Run 1, power grid:
Scale bar: 20 um. Pins as bars on the die edge. Tap cells in gray.
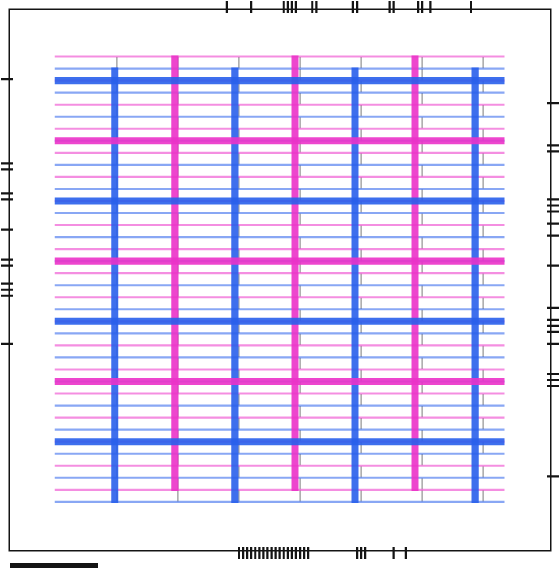
Run 1, placed cells, one color a class:
Fill, decap, tap and diode cells in gray.
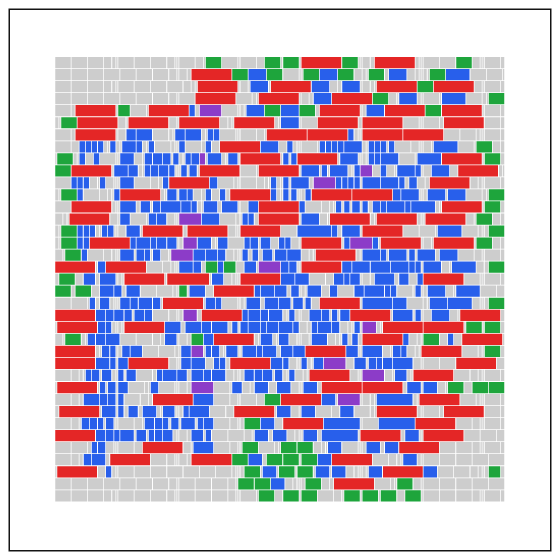
Run 1, port wiring:
Scale bar: 20 um.
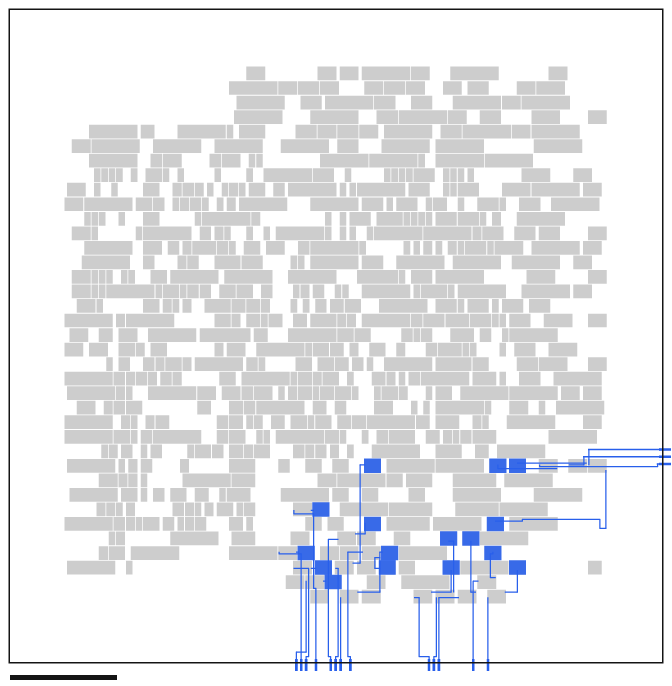
==> config.mk <==
export PLATFORM = sky130hd
export DESIGN_NAME = spireg_master
export DESIGN_NICKNAME = d
export VERILOG_FILES = /design/src/rtl/spireg_pkg.sv /design/src/rtl/spireg_sclkgen.sv /design/src/rtl/spireg_master.sv
export SDC_FILE = /design/constraint.sdc
export NUM_CORES = 1
export LEC_CHECK = 0
export ABC_CLOCK_PERIOD_IN_PS = 6010
export CAP_MARGIN = 10
export CORE_MARGIN = 10
export CORE_UTILIZATION = 55
export DETAILED_ROUTE_END_ITERATION = 16
export PLACE_DENSITY = 0.79
export SYNTH_ARGS = -nofsm -noshare
export SYNTH_HDL_FRONTEND = slang
export SYNTH_SLANG_ARGS = --single-unit
==> constraint.sdc <==
create_clock -name clk -period 6.01 [get_ports clk]
set_input_delay 1.202 -clock clk [delete_from_list [all_inputs] [get_ports clk]]
set_output_delay 1.202 -clock clk [all_outputs]
set_load 0.01 [all_outputs]
==> src/rtl/spireg_pkg.sv <==
// Shared definitions for the SPI register-access master: command op codes,
// FSM state encoding and the command-byte builder.
package spireg_pkg;

    localparam logic [1:0] OP_READ  = 2'b00;
    localparam logic [1:0] OP_RSVD  = 2'b01;
    localparam logic [1:0] OP_WRITE = 2'b10;
    localparam logic [1:0] OP_FAST  = 2'b11;

    typedef enum logic [2:0] {
        ST_IDLE   = 3'd0,
        ST_SETUP  = 3'd1,
        ST_SHIFT  = 3'd2,
        ST_WAITWR = 3'd3,
        ST_GAP    = 3'd4
    } spireg_state_t;

    function automatic logic [7:0] cmd_byte(input logic [1:0] op_i, input logic [5:0] addr6);
        return {op_i, addr6};
    endfunction

endpackage

==> src/rtl/spireg_sclkgen.sv <==
// SPI mode-0 clock generator: sclk low/high phases of CLK_DIV clk cycles each,
// with strobes one cycle ahead of each sclk edge and a mid-low mosi strobe.
module spireg_sclkgen #(
    parameter int CLK_DIV = 4
) (
    input  logic clk,
    input  logic nrst,
    input  logic en,
    output logic sclk,
    output logic rise,
    output logic fall,
    output logic mid
);

    localparam int CW = (CLK_DIV > 1) ? $clog2(CLK_DIV) : 1;
    localparam int MID_I = (CLK_DIV / 2 < 1) ? 1 : CLK_DIV / 2;
    localparam logic [CW-1:0] LAST = CW'(CLK_DIV - 1);
    localparam logic [CW-1:0] MIDC = CW'(MID_I - 1);

    logic [CW-1:0] r_cnt;
    logic          r_sclk;
    logic          w_wrap;

    assign w_wrap = en && (r_cnt == LAST);
    assign rise   = w_wrap && !r_sclk;
    assign fall   = w_wrap && r_sclk;
    // mosi is registered on this strobe, so it lands MID_I cycles after the fall
    assign mid    = en && !r_sclk && (r_cnt == MIDC);
    assign sclk   = r_sclk;

    always_ff @(posedge clk or negedge nrst) begin
        if (!nrst) begin
            r_cnt  <= '0;
            r_sclk <= 1'b0;
        end else if (!en) begin
            r_cnt  <= '0;
            r_sclk <= 1'b0;
        end else if (r_cnt == LAST) begin
            r_cnt  <= '0;
            r_sclk <= ~r_sclk;
        end else begin
            r_cnt <= r_cnt + 1'b1;
        end
    end

endmodule

==> src/rtl/spireg_master.sv <==
// SPI register-access master: command byte {op, addr}, then len+1 REG_W words
// sent byte 0 first, MSB first within each byte, with a status byte returned.
module spireg_master
    import spireg_pkg::*;
#(
    parameter int ADDR_W  = 6,
    parameter int REG_W   = 16,
    parameter int CLK_DIV = 4,
    parameter int GAP     = 8
) (
    input  logic              clk,
    input  logic              nrst,
    input  logic              start,
    input  logic [1:0]        op,
    input  logic [ADDR_W-1:0] addr,
    input  logic [7:0]        len,
    input  logic [REG_W-1:0]  wr_data,
    input  logic              wr_valid,
    output logic              wr_ready,
    output logic [REG_W-1:0]  rd_data,
    output logic              rd_vld,
    output logic [7:0]        status,
    output logic              status_vld,
    output logic              busy,
    output logic              done,
    output logic              sclk,
    output logic              mosi,
    input  logic              miso,
    output logic              nss
);

    localparam int BW = $clog2(REG_W) + 1;
    localparam int IW = $clog2(REG_W);
    localparam int TW = 16;

    spireg_state_t    r_state;
    logic [1:0]       r_op;
    logic [7:0]       r_len;
    logic [REG_W-1:0] r_tx;
    logic [REG_W-1:0] r_rx;
    logic [BW-1:0]    r_bit;
    logic [8:0]       r_wcnt;
    logic [TW-1:0]    r_tcnt;
    logic             r_cmd;
    logic             r_busy;
    logic             r_done;
    logic             r_nss;
    logic             r_mosi;
    logic             r_rd_vld;
    logic             r_status_vld;
    logic [REG_W-1:0] r_rd_data;
    logic [7:0]       r_status;
    logic             r_miso_s1;
    logic             r_miso_s2;

    logic             w_rise;
    logic             w_fall;
    logic             w_mid;
    logic [IW-1:0]    w_idx;
    logic             w_last;
    logic             w_more;
    logic [REG_W-1:0] w_rx_nxt;
    logic [7:0]       w_cmd;

    spireg_sclkgen #(.CLK_DIV(CLK_DIV)) u_sclkgen (
        .clk  (clk),
        .nrst (nrst),
        .en   (r_state == ST_SHIFT),
        .sclk (sclk),
        .rise (w_rise),
        .fall (w_fall),
        .mid  (w_mid)
    );

    // Wire order is byte 0 first, MSB first: flip the low three index bits.
    assign w_idx    = r_bit[IW-1:0] ^ IW'(7);
    assign w_last   = (r_bit == (r_cmd ? BW'(7) : BW'(REG_W - 1)));
    assign w_more   = r_cmd || (r_wcnt != {1'b0, r_len});
    assign w_cmd    = cmd_byte(op, 6'(addr));

    always_comb begin
        w_rx_nxt        = r_rx;
        w_rx_nxt[w_idx] = r_miso_s2;
    end

    // Write handshake: a word moves when wr_valid && wr_ready at a clk edge;
    // ready is offered only at a word boundary or while stalled in WAITWR.
    assign wr_ready = wr_valid && ((r_state == ST_WAITWR) ||
                      ((r_state == ST_SHIFT) && w_fall && w_last && w_more && (r_op == OP_WRITE)));

    assign rd_data    = r_rd_data;
    assign rd_vld     = r_rd_vld;
    assign status     = r_status;
    assign status_vld = r_status_vld;
    assign busy       = r_busy;
    assign done       = r_done;
    assign mosi       = r_mosi;
    assign nss        = r_nss;

    always_ff @(posedge clk or negedge nrst) begin
        if (!nrst) begin
            r_miso_s1 <= 1'b0;
            r_miso_s2 <= 1'b0;
        end else begin
            r_miso_s1 <= miso;
            r_miso_s2 <= r_miso_s1;
        end
    end

    always_ff @(posedge clk or negedge nrst) begin
        if (!nrst) begin
            r_state      <= ST_IDLE;
            r_op         <= OP_READ;
            r_len        <= '0;
            r_tx         <= '0;
            r_rx         <= '0;
            r_bit        <= '0;
            r_wcnt       <= '0;
            r_tcnt       <= '0;
            r_cmd        <= 1'b0;
            r_busy       <= 1'b0;
            r_done       <= 1'b0;
            r_nss        <= 1'b1;
            r_mosi       <= 1'b0;
            r_rd_vld     <= 1'b0;
            r_status_vld <= 1'b0;
            r_rd_data    <= '0;
            r_status     <= '0;
        end else begin
            r_rd_vld     <= 1'b0;
            r_status_vld <= 1'b0;
            r_done       <= 1'b0;
            case (r_state)
                ST_IDLE: begin
                    if (start && (op != OP_RSVD)) begin
                        r_op    <= op;
                        r_len   <= len;
                        r_tx    <= REG_W'(w_cmd);
                        r_cmd   <= 1'b1;
                        r_bit   <= '0;
                        r_wcnt  <= '0;
                        r_tcnt  <= TW'(CLK_DIV - 1);
                        r_busy  <= 1'b1;
                        r_nss   <= 1'b0;
                        r_mosi  <= w_cmd[7];
                        r_state <= ST_SETUP;
                    end
                end
                ST_SETUP: begin
                    if (r_tcnt == '0) r_state <= ST_SHIFT;
                    else r_tcnt <= r_tcnt - 1'b1;
                end
                ST_SHIFT: begin
                    if (w_mid) r_mosi <= r_tx[w_idx];
                    if (w_rise) begin
                        r_rx <= w_rx_nxt;
                        if (r_cmd && w_last) begin
                            r_status     <= w_rx_nxt[7:0];
                            r_status_vld <= 1'b1;
                        end
                        if (!r_cmd && w_last && (r_op == OP_READ)) begin
                            r_rd_data <= w_rx_nxt;
                            r_rd_vld  <= 1'b1;
                        end
                    end
                    if (w_fall) begin
                        if (!w_last) begin
                            r_bit <= r_bit + 1'b1;
                        end else begin
                            r_bit <= '0;
                            if ((r_cmd && (r_op == OP_FAST)) || !w_more) begin
                                r_nss   <= 1'b1;
                                r_mosi  <= 1'b0;
                                r_tcnt  <= TW'(GAP - 1);
                                r_done  <= (GAP == 1);
                                r_state <= ST_GAP;
                            end else begin
                                r_cmd <= 1'b0;
                                if (!r_cmd) r_wcnt <= r_wcnt + 1'b1;
                                if (r_op == OP_WRITE) begin
                                    if (wr_valid) r_tx <= wr_data;
                                    else r_state <= ST_WAITWR;
                                end else begin
                                    r_tx <= '0;
                                end
                            end
                        end
                    end
                end
                ST_WAITWR: begin
                    if (wr_valid) begin
                        r_tx    <= wr_data;
                        r_state <= ST_SHIFT;
                    end
                end
                ST_GAP: begin
                    if (r_tcnt == TW'(1)) r_done <= 1'b1;
                    if (r_tcnt == '0) begin
                        r_busy  <= 1'b0;
                        r_state <= ST_IDLE;
                    end else begin
                        r_tcnt <= r_tcnt - 1'b1;
                    end
                end
                default: r_state <= ST_IDLE;
            endcase
        end
    end

endmodule
==> notes.md, run 1 <==
flow finished, numbers: outcome=completed, Vias per Instance=5.89, MaxCap Viol Count=0, type of the worst setup path=reg2out, synthesized area=5730 sq um, FILL cells=820, DRC=0, CP max stage cell=clkdlybuf4s50_1, relative slew slack=32.8%, final hold vios=0, top logic cells by instance count in the layout=dfrtp_1 (110), nand2_1 (76), clkdlybuf4s50_1 (67), TritonCTS Buffers=9, layout cell share with drive strength beyond 1=13.1%, Final nets=655, ANT nets after route=0, CP max stage delay=0.69 ns, tool warnings=32, Post-synth area hogs=dfrtp_1 (48%), mux2_2 (7.9%), nand2_1 (5.0%), Worst path top cell family by delay=simple AND/OR/NAND/NOR gates, Fmax achieved=205 MHz, critical path fanouts, max=10, post-synth top area cell=dfrtp_1, Clock transition at path regs=0.11 ns, fp util=56.0%, synth-to-layout area growth=16.5%, Synth Seq Share=48.5%, synth cell count leaders=dfrtp_1 (110), nand2_1 (76), nor2_1 (49), minimum clock period=4.88 ns, Post-synth ARST share=100%, Logic area=2770 sq um, setup violators final=0, ys cells=553, vias in the first global route=4379, Lkg Pwr=2.97 nW, reg2reg start=r_state[1], Max clock buf depth=2, Die Size=14900 sq um, pwr/cell area=371 nW/um^2, Synth Warn #=0, Hold Crit Class=reg2reg, Area leader share=48.1%, Post-Route Skew=0.0114 ns, Final Wtd Congestion=0.915, Sink Count=111, Primary FF master, synth=dfrtp_1, RSZ-0062 raised after global routing=no, H-tree Lvls=3, pin count of the biggest net entering global routing=74, hold path cells=0, Slew Viols, Final=0, R2R Setup Slk=2.50 ns, Critical Path, Cell by Cell=ha_1 > and3b_1 > nand2b_1 > or4_1 > o22ai_1 > clkdlybuf4s50_1, Tightest Pin Transition=1.01 ns, Avg Cell Area, Syn=10.4 sq um, register area=2780 sq um, critical path required time=4.81 ns, maximum VDD drop=0.184 mV, cell area after placement=6480 sq um, Critical Path Stages=6, yosys stat chip area=5730 sq um, cts hold-fix bufs=0, gr usage total=17.9%, CP endpoint=wr_ready, DRT iter0 DRCs=353, Worst setup EP type=output port, initial antenna violation count=0, first drt pass iteration count=7, Final Cycle Share=81.2%, Post-synth EDFFs=0, Commonest Layout Cell=dfrtp_1, DR vias=4410, Critical Path Start=r_bit[0], Setup TNS=0 ns, count leader, synth=dfrtp_1, Cell variety after synth=66, r2r endpoint=rd_data[9], post-CTS sizing=0, wire length of the first global-routing pass=21800 um, Synth Net Count=600, Worst Hold Endpoint=r_miso_s2, clock root cell=clkbuf_8, Pwr Total=2.47 mW, worst-skew pair later-pin latency=0.38 ns, HP Start=r_miso_s1, Worst R2R Path Depth=5, Congestion Overflow GR=0, WL final=13000 um, diodes inserted=0, drt wl/cell=17.4 um, Post CTS Setup Buffer Count=0, Critical Path Start Type=register, Syn Inst Count=553, CTS tree=done, detailed placer's ending HPWL=9240 um, Synth Register Bits=111, Buf/Inv on CP=1, critical path arrival=3.68 ns
Notes on 'power grid' above:
- magenta: VDD
- blue: VSS
- met1 rails: 38
- signal pins: 69
- rows: 37
core area: 10200 sq um
die span in x: 122 um

Notes on 'placed cells, one color a class' above:
- purple: clock drivers and dummy loads (cells 16; share of their area 2.8%)
- green: remaining buffers and delay cells (cells 73; share of their area 11%)
- blue: remaining logic cells (cells 413; share of their area 43%)
- red: registers (cells 111; share of their area 43%)
Rows: 37
final non-filler cell area: 6670 sq um
sequential cell area share: 41.7%
Layout Utilization: 65.2%

Notes on 'port wiring' above:
- blue: wr_data (bits 16; direction input; edge 13 bottom, 3 right; end cells 16; buffers 16; wire 442 um)
Ports: 69
Port Buf Inserts: 68

==> run 1: kinds of logic after synthesis <==
logic type,Yosys count,share of synthesized area (%)
adders and majority gates,10,2.18
DFF,111,48.5
muxes,58,12.7
buffers and inverters,44,3.10
xor gates and xnor gates,12,1.84
AOI/OAI and AO/OA,106,13.8
and+or+nand+nor,212,17.9
==> run 1: where the power goes <==
group          switching, mW  internal [mW]
Clock                  0.261          0.166
Sequential             0.200          0.949
Combinational          0.472          0.426
==> run 1: routing by layer <==
metal	vias to the layer above	track usage (%)	routed length, um	share of wire, %
met2	109	29.5	6440	49
met3	19	3.05	689	5.3
li1	2107	-	-	-
met1	2175	22.9	5680	44
met4	0	6.93	229	1.8
met5	-	0	0	0
==> run 1: through the flow <==
stage / hold WS (ns) / worst slack [ns] / util (%) / cells
after CTS: 0.374 / 1.16 / 65.2 / 748
after global placement: 0.335 / 1.24 / 63.4 / 732
after global routing: 0.379 / 0.952 / 65.2 / 749
final: 0.368 / 1.13 / 65.2 / 749
after floorplan: 0.331 / 2.56 / - / 553
after detailed placement: 0.354 / 1.17 / 63.4 / 732
==> run 1: worst register-to-register path: stages (launching register included) <==
cell and delay, ns:
dfrtp_1 0.61, or3b_1 0.59, nor3b_4 0.58, inv_2 0.23, or4_1 0.95, mux2_4 0.45
==> run 1: area by class of cell <==
cell class | instances | share of cell area, %
Sequential cell | 111 | 41.7
Multi-Input combinational cell | 398 | 41.5
Timing Repair Buffer | 73 | 10.7
Tap cell | 136 | 2.55
Clock buffer | 11 | 2.12
Inverter | 15 | 0.844
Clock inverter | 5 | 0.619
==> run 1 -> run 2 <==
Settings changed: ABC_CLOCK_PERIOD_IN_PS 6010 to 4840.
Clock period 6.01 ns to 4.84 ns, I/O delays scaled along.
Run 2, wire density map:
The die is cut into 24 by 24 equal tiles; dark blue is low, red is high, scaled to the fullest tile. Values are wire area over tile area, all layers added.
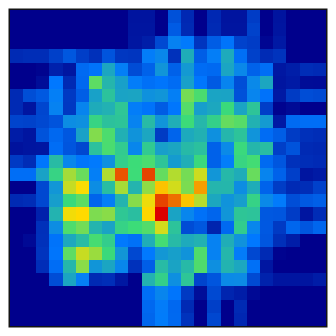
- nearly empty tiles: 23%
- densest ninth of the die: middle
- fullest tile: 0.63
- mean over tiles: 0.14
- tiles over half the peak: 9.7%
drt wl/cell: 17.6 um
WL final: 13200 um

==> run 2 against run 1 <==
Effect of this change:
- setup slack lost 0.43 ns
- synthesized cell count unchanged
- total power up 27%
- largest cell class unchanged
- highest routed layer unchanged
==> notes.md, run 2 <==
flow finished, numbers: detailed placer's ending HPWL=9440 um, cts hold-fix bufs=0, Critical Path, Cell by Cell=ha_1 > and3b_1 > nand2b_1 > or4_1 > o22ai_1 > buf_4 > clkdlybuf4s50_1, Vias per Instance=5.96, setup violators final=0, worst-skew pair later-pin latency=0.38 ns, vias in the first global route=4465, first drt pass iteration count=5, layout cell share with drive strength beyond 1=13.2%, Primary FF master, synth=dfrtp_1, RSZ-0062 raised after global routing=no, Synth Warn #=0, tool warnings=32, Die Span Y=122 um, synthesized area=5730 sq um, final hold vios=0, post-CTS sizing=0, DRC=0, critical path required time=3.87 ns, minimum clock period=4.14 ns, HP Start=r_miso_s1, die span in x=122 um, fp util=56.0%, synth-to-layout area growth=17.1%, Commonest Layout Cell=dfrtp_1, Avg Cell Area, Syn=10.4 sq um, core area=10200 sq um, ys cells=553, Hold Crit Class=reg2reg, Rows=37, Syn Inst Count=553, Worst R2R Path Depth=5, Critical Path Start=r_bit[0], Setup TNS=0 ns, post-synth top area cell=dfrtp_1, Clock transition at path regs=0.12 ns, r2r endpoint=rd_data[12], Synth Seq Share=48.5%, yosys stat chip area=5730 sq um, outcome=completed, Sink Count=111, gr usage total=18.2%, reg2reg start=r_state[1], type of the worst setup path=reg2out, Post-synth EDFFs=0, Synth Net Count=600, Clock power frac=19.0%, H-tree Lvls=3, DRT iter0 DRCs=271, Flop pwr share=45.3%, pwr/cell area=468 nW/um^2, synth cell count leaders=dfrtp_1 (110), nand2_1 (76), nor2_1 (49), Post-synth area hogs=dfrtp_1 (48%), mux2_2 (7.9%), nand2_1 (5.0%), Internal Power=1.96 mW, part of the power in combinational logic=35.8%, Critical Path Start Type=register, Worst Hold Endpoint=r_miso_s2, CP max stage delay=0.60 ns, critical path fanouts, max=10, Fmax achieved=242 MHz, Post-synth ARST share=100%, Hold Slack=0.369 ns, relative slew slack=35.4%, clock root cell=clkbuf_8, Slew Viols, Final=0, Cells after DPL=733, Port Buf Inserts=68, Final Wtd Congestion=0.925, Area leader share=48.1%, maximum VDD drop=0.227 mV, TritonCTS Buffers=9, DR vias=4462, CP max stage cell=dfrtp_1, initial antenna violation count=0, Max clock buf depth=2, Congestion Overflow GR=0, NetSw=1.18 mW, Ports=69, Post-Route Skew=0.0173 ns, sw frac=37.7%, R2R Setup Slk=1.32 ns, Post CTS Setup Buffer Count=0, Final nets=655, count leader, synth=dfrtp_1, FILL cells=822, Synth Register Bits=111, diodes inserted=0, Die Size=14900 sq um, Worst setup EP type=output port, hold path cells=0, ANT nets after route=0, Cell variety after synth=66, CP endpoint=wr_ready, wire length of the first global-routing pass=22300 um, critical path arrival=3.17 ns, final cell count without fillers=749, MaxCap Viol Count=0, Final Cycle Share=85.4%, pin count of the biggest net entering global routing=73, Lkg Pwr=2.98 nW, top logic cells by instance count in the layout=dfrtp_1 (110), nand2_1 (76), clkdlybuf4s50_1 (67), Tightest Pin Transition=0.966 ns, CTS tree=done
Run 2, cell outlines without signal wires:
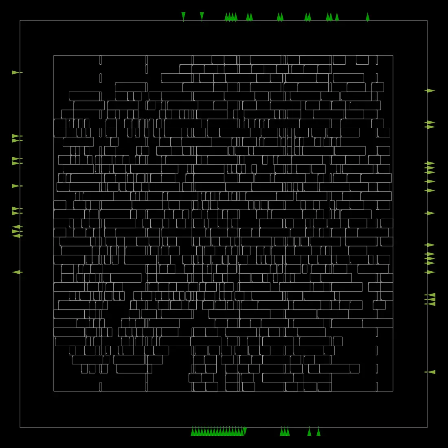
Layout Utilization: 65.5%
FF+latch count: 111

## run 2: through the flow
stage	instance area (sq um)	power, mW	setup slack, ns
2_1_floorplan	5730	2.20	1.84
6_report	6710	3.14	0.704
3_5_place_dp	6490	2.56	0.899
3_3_place_gp	6490	2.50	0.934
4_1_cts	6710	3.15	0.682
5_1_grt	6710	3.36	0.461
## run 2: logic make-up after synthesis
kind of cell,after synthesis,share of synthesized area (%)
buffers and inverters,44,3.10
adder cells (fa/ha/maj),10,2.18
multiplexers,58,12.7
flip-flops,111,48.5
XOR/XNOR,12,1.84
AND/OR/NAND/NOR,212,17.9
AND-OR/OR-AND,106,13.8
## run 2: routing by layer
layer  wire (um)  GRT usage [%]
met5           0              0
met4         208           5.66
met3         699           4.02
met2        6580           29.7
met1        5670           23.6
## run 2: worst max-delay path: cells and delay by family (launching register included)
kind / cells / cell delay (ns)
adders and majority gates: 1 / 0.45
DFF: 1 / 0.60
buffers and inverters: 2 / 0.74
AOI/OAI and AO/OA: 1 / 0.12
and+or+nand+nor: 3 / 0.88
## run 2: power by group through the flow
stage	registers [mW]	logic (mW)	clock network [mW]
final	1.42	1.12	0.596
after global routing	1.47	1.25	0.648
after CTS	1.42	1.13	0.601
after detailed placement	1.44	1.12	0
after global placement	1.42	1.08	0
after floorplan	1.36	0.841	0
## run 2: final cells by class
class	instances	area (sq um)	share of cell area (%)
Timing Repair Buffer	73	716	10.7
Inverter	15	56.3	0.840
Clock inverter	7	90.1	1.34
Tap cell	136	170	2.54
Sequential cell	111	2780	41.4
Clock buffer	9	124	1.85
Multi-Input combinational cell	398	2770	41.3
Power is estimated from default activity; no workload was simulated.
